**Gate-type map**

Scale: 6 px per µm.
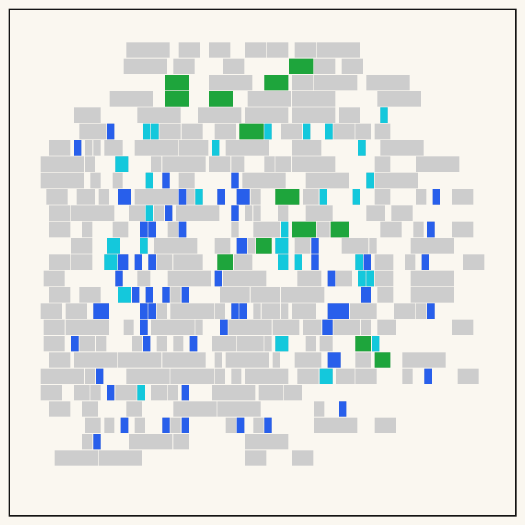
**A small window of the routed layout**

Window x 27 to 57, y 10 to 40 µm. Cells in grey, sequential cells in the stronger grey; small squares are vias.
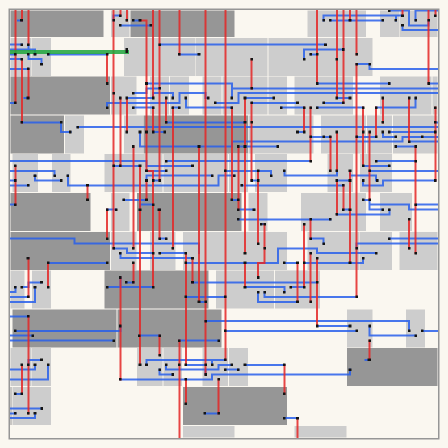
**Clock network drawn from the DEF**

Scale: 4 px per µm.
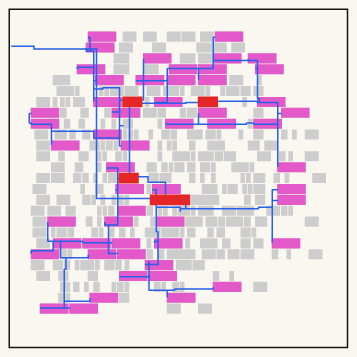
**Track usage over the die**

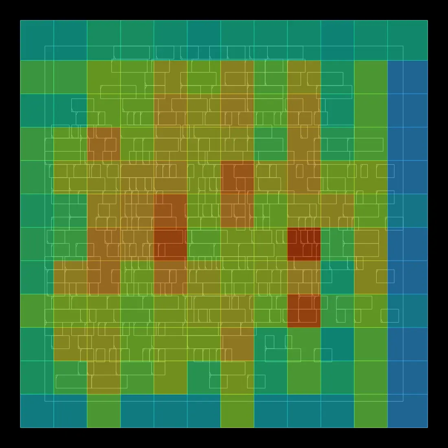
[src/rtl/shift_and_subtract_binary_divider.sv]
// rtl/shift_and_subtract_binary_divider.sv - sequential unsigned restoring divider, one quotient bit per clock
module shift_and_subtract_binary_divider #(
   parameter int m = 8,
   parameter int n = 8
) (
   input  logic         clk,
   input  logic         rst,
   input  logic         start,
   input  logic [m-1:0] A,
   input  logic [n-1:0] B,
   output logic         busy,
   output logic         done,
   output logic [m-1:0] Q,
   output logic [n-1:0] R,
   output logic         div_by_zero
);

   localparam int CW = (m > 1) ? $clog2(m) : 1;

   typedef enum logic {IDLE, CALC} state_t;

   state_t state_q, state_d;

   logic [m-1:0]  d_q, d_d;
   logic [n-1:0]  bq_q, bq_d;
   logic [n:0]    p_q, p_d;
   logic [m-1:0]  qs_q, qs_d;
   logic [CW-1:0] cnt_q, cnt_d;
   logic [m-1:0]  q_q, q_d;
   logic [n-1:0]  r_q, r_d;
   logic          done_q, done_d;
   logic          dz_q, dz_d;

   logic [n:0]    t;
   logic [n:0]    diff;
   logic [n:0]    p_next;
   logic          ge;
   logic [m-1:0]  qs_shift;
   logic          last;
   logic          accept_div;
   logic          accept_zero;

   // Trial subtraction; a set top bit of P would mean T already exceeds any divisor.
   assign t        = {p_q[n-1:0], d_q[m-1]};
   assign ge       = p_q[n] | (t >= {1'b0, bq_q});
   assign diff     = t - {1'b0, bq_q};
   assign p_next   = ge ? diff : t;
   assign qs_shift = (qs_q << 1) | m'(ge);
   assign last     = (cnt_q == '0);

   assign accept_div  = (state_q == IDLE) && start && (B != '0);
   assign accept_zero = (state_q == IDLE) && start && (B == '0);

   always_ff @(posedge clk) begin
      if (!rst) begin
         state_q <= IDLE;
      end else begin
         state_q <= state_d;
      end
   end

   always_comb begin
      state_d = state_q;
      case (state_q)
         IDLE:    if (accept_div) state_d = CALC;
         CALC:    if (last)       state_d = IDLE;
         default: state_d = IDLE;
      endcase
   end

   always_comb begin
      busy = (state_q == CALC);
   end

   always_comb begin
      d_d    = d_q;
      bq_d   = bq_q;
      p_d    = p_q;
      qs_d   = qs_q;
      cnt_d  = cnt_q;
      q_d    = q_q;
      r_d    = r_q;
      dz_d   = dz_q;
      done_d = 1'b0;
      if (accept_div) begin
         d_d   = A;
         bq_d  = B;
         p_d   = '0;
         qs_d  = '0;
         cnt_d = CW'(m - 1);
         dz_d  = 1'b0;
      end else if (accept_zero) begin
         q_d    = '1;
         r_d    = '0;
         dz_d   = 1'b1;
         done_d = 1'b1;
      end else if (state_q == CALC) begin
         p_d   = p_next;
         qs_d  = qs_shift;
         d_d   = d_q << 1;
         cnt_d = cnt_q - CW'(1);
         if (last) begin
            q_d    = qs_shift;
            r_d    = p_next[n-1:0];
            done_d = 1'b1;
         end
      end
   end

   always_ff @(posedge clk) begin
      if (!rst) begin
         d_q    <= '0;
         bq_q   <= '0;
         p_q    <= '0;
         qs_q   <= '0;
         cnt_q  <= '0;
         q_q    <= '0;
         r_q    <= '0;
         done_q <= 1'b0;
         dz_q   <= 1'b0;
      end else begin
         d_q    <= d_d;
         bq_q   <= bq_d;
         p_q    <= p_d;
         qs_q   <= qs_d;
         cnt_q  <= cnt_d;
         q_q    <= q_d;
         r_q    <= r_d;
         done_q <= done_d;
         dz_q   <= dz_d;
      end
   end

   assign done        = done_q;
   assign Q           = q_q;
   assign R           = r_q;
   assign div_by_zero = dz_q;

endmodule

[config.mk]
export PLATFORM = sky130hd
export DESIGN_NAME = shift_and_subtract_binary_divider
export DESIGN_NICKNAME = d
export VERILOG_FILES = /design/src/rtl/shift_and_subtract_binary_divider.sv
export SDC_FILE = /design/constraint.sdc
export NUM_CORES = 1
export LEC_CHECK = 0
export CORE_MARGIN = 5
export CORE_UTILIZATION = 45
export CTS_BUF_LIST = sky130_fd_sc_hd__clkbuf_8
export CTS_CLUSTER_DIAMETER = 40
export DETAILED_ROUTE_END_ITERATION = 16
export PLACE_DENSITY = 0.74
export SLEW_MARGIN = 25
export SYNTH_ARGS = -nofsm -noshare
export SYNTH_HDL_FRONTEND = slang
export SYNTH_SLANG_ARGS = --single-unit
[constraint.sdc]
create_clock -name clk -period 4.65 [get_ports clk]
set_clock_uncertainty 0.05 [all_clocks]
set_input_delay 0.465 -clock clk [delete_from_list [all_inputs] [get_ports clk]]
set_output_delay 0.465 -clock clk [all_outputs]
set_load 0.005 [all_outputs]
==> COMMIT_EDITMSG <==
Update PnR metrics after Yosys + OpenROAD run

- Cell taking the most area after synthesis: sky130_fd_sc_hd__dfxtp_1
- The vertical die dimension reported for this design is 84.2 µm.
* CP Capture Type: flip-flop
- The power report attributes to the sequential group a share of 48.2%.
- Syn_area_per_cell: 8.94 µm²
- Tap Cells: 72
- Clock-pin slew on the worst setup and hold paths: 100 ps
- The pin closest to its max-slew limit shows a slew of 669 ps.
- The worst setup path is launched from a flip-flop.
* Number of gates given a new drive strength after cts: 0
* Setup fix buffers added after clock tree synthesis: 0
- At floorplan, the net count of the design was reported as 307.
- Among all stages on the critical path, the maximum delay recorded is 630 ps.
- The iteration count recorded for the first detailed-route pass is 4.
- Switching power of the nets: 326 µW
- Overall chip area: 7090 µm²
- Per the post-run analysis, buffers plus inverters along the critical path come to 1.
- Maximum capacitance violations: 0
* Top cell category: multi-input combinational cells
- Max Clk Rate: 396 MHz
- Wire length of the first global-routing pass: 8750 µm
- The flow reports power dissipated in combinational cells as 291 µW.
- Setup repair after global routing left no endpoint under its margin.
- Antenna violations before repair: 0
* Met3 GRT Util: 2.85%
* HP Start: R[7]
- After the last flow step, the layout net total stands at 340.
- Hold-fix buffers, CTS: 0
- Of the post-synthesis cell area, the dominant cell type holds 43.7%.
- Synthesis produced 277 cells.
* Number of H-tree levels: 2
- Arrival @ worst endpoint: 2710 ps
- Counting every sink on the clock net gives 54.
* Number of flip-flops and latches: 54
* Final number of max-transition violations: 0
* Synthesized registers: 54
* Vias in the first global route: 1851
* Number of warnings the tools reported: 27
- Count of standard-cell rows: 27
- Pwr dens: 359 nW/µm²
- Detailed routing inserted a total of 2030 vias.
- Port Buf Inserts: 37
- Hold worst-path end: R[7]
* Floorplan-stage core utilization: 45.5%
- Comb gates: 197
- Final weighted congestion in routability-driven placement: 0.806
- The synthesis report gives the async set-or-reset register share as 0%.
- Critical setup path kind: flip-flop to flip-flop
- The gate-level netlist out of Yosys references 44 unique cell types.
- Yosys attributes the largest share of cell area to sky130_fd_sc_hd__dfxtp_1 44%, sky130_fd_sc_hd__nand2_1 7.1%, sky130_fd_sc_hd__ha_1 5.1%.
- Hold is met by 407 ps.
- In this run the cell area of the synthesized design comes to 2480 µm².
* Pin count of the biggest net entering global routing: 38
* Run status: finished, final reports clean
- Depth of the critical timing path with buffers and inverters included: 8
* Cell count listed in synth_stat.txt: 277
- Sequential power: 511 µW
- Per the CTS log, the buffer count on the longest clock path is 2.
- Met2 WL: 2480 µm
- Proportion of cell area occupied by registers: 36.6%
- The area taken by sequential standard cells is reported as 1080 µm².
- Top-level I/O count: 38
- The stat command in Yosys gives a chip area of 2480 µm².
* Proportion of final cell area spent on non-clock buffers: 12.8%
- Of the available clock period, the critical path in the final layout requires 54.4%.
- Per the slew report, the remaining headroom to the max-slew limit stands at 55.3%.
- In this run the critical register-to-register path is launched from bq_q[1].
- Final-layout clock-cell area share: 3.05%
- Fraction of final layout cells sized beyond drive strength 1: 8.36%
- Before CTS, the worst setup slack after placement is 1910 ps.
* Half-perimeter wire length of the detailed placement result: 3960 µm
* Clkbuf count: 5
- Core region area: 5440 µm²
- Reg-to-reg setup timing slack: 2120 ps
- In the final timing run, aggregate negative setup slack is 0 ps.
- In the per-layer breakdown of the detailed-route log, met1 shows 2500 µm.
- TritonCTS Buffers: 5
- Ranked by power, first place goes to sequential cells.
- According to the timing report, the critical path is launched from bq_q[1].
- Per the power-grid run, VDD falls by no more than 0.000183 V.
- The report gives the cell count of the worst hold path as 2.
* Overall routed net length: 5280 µm
- The most critical setup path has its endpoint at R[0].
- The timing report attributes the biggest portion of critical-path delay to AND-OR/OR-AND gates.
* CTS tree: built
- Non-clk bufs: 38
About 'gate-type map':
blue -> nand cells  # cells 56, most used nand2_1
cyan -> nor cells  # cells 30, most used nor2_1
green -> non-inverting ao/oa cells  # cells 13, most used o221a_2
multi-input logic portion of the cell area: 42.7%
commonest non-fill, non-tap cell in the layout: sky130_fd_sc_hd__dfxtp_1
number of standard cells in the layout, taps in and fillers out: 383

About 'a small window of the routed layout':
green -> M3
red -> M2
blue -> M1
netlist names of flops here include = bq_q (4), p_q (4), R (3)
sequential cells in the window = 13
most frequent = dfxtp_1 (13), nand2_1 (12), o21ai_0 (7)
cells with their middle in the window = 67

About 'clock network drawn from the DEF':
blue -> clock wires  # length 568 µm
red -> clock-net drivers  # count 5
magenta -> flip-flops  # count 54
routed clock nets = 6
P_clk: 258 µW
clock latency at the later pin of the worst-skew pair: 300 ps

About 'track usage over the die':
global routing met2 resource utilization: 24.9%
post-layout util: 54.3%

==> per-stage QoR <==
step           power, µW  instances
2_1_floorplan        731        277
3_3_place_gp         807        375
3_5_place_dp         813        375
4_1_cts             1070        383
5_1_grt             1120        383
6_report            1060        383
==> flip-flops by register name, summed over array words and instances, names as in the netlist <==
name and flops:
cnt_q 3, Q 8, busy 1, done 1, qs_q 7, p_q 9, d_q 8, R 8
bq_q 8, div_by_zero 1
==> cells in the final DEF, fill, tap and decap left out, types with 2 or more instances in the layout <==
master / count
sky130_fd_sc_hd__dfxtp_1: 54
sky130_fd_sc_hd__nand2_1: 47
sky130_fd_sc_hd__clkdlybuf4s50_1: 37
sky130_fd_sc_hd__a21oi_1: 22
sky130_fd_sc_hd__nor2_1: 22
sky130_fd_sc_hd__o21ai_0: 15
sky130_fd_sc_hd__inv_1: 14
sky130_fd_sc_hd__mux2i_1: 11
sky130_fd_sc_hd__ha_1: 10
sky130_fd_sc_hd__a211oi_1: 8
sky130_fd_sc_hd__a22oi_1: 8
sky130_fd_sc_hd__o221a_2: 7
sky130_fd_sc_hd__clkbuf_8: 5
sky130_fd_sc_hd__nor2b_1: 4
sky130_fd_sc_hd__nand3_1: 4
sky130_fd_sc_hd__xnor2_1: 4
sky130_fd_sc_hd__nor4_1: 3
sky130_fd_sc_hd__nand2b_1: 3
sky130_fd_sc_hd__o21a_1: 3
sky130_fd_sc_hd__a31oi_1: 2
sky130_fd_sc_hd__xor2_1: 2
sky130_fd_sc_hd__mux2_2: 2
==> cells by family after synthesis <==
logic type               Yosys count  share of synthesized area (%)
multiplexers                      13                           5.36
AND/OR/NAND/NOR                   92                           16.8
buffers and inverters             26                           5.41
flip-flops                        54                           43.7
adder cells (fa/ha/maj)           11                           5.86
AND-OR/OR-AND                     75                           20.8
XOR/XNOR                           6                           2.12
No activity file was given, so power comes from the tool's default toggle rates.
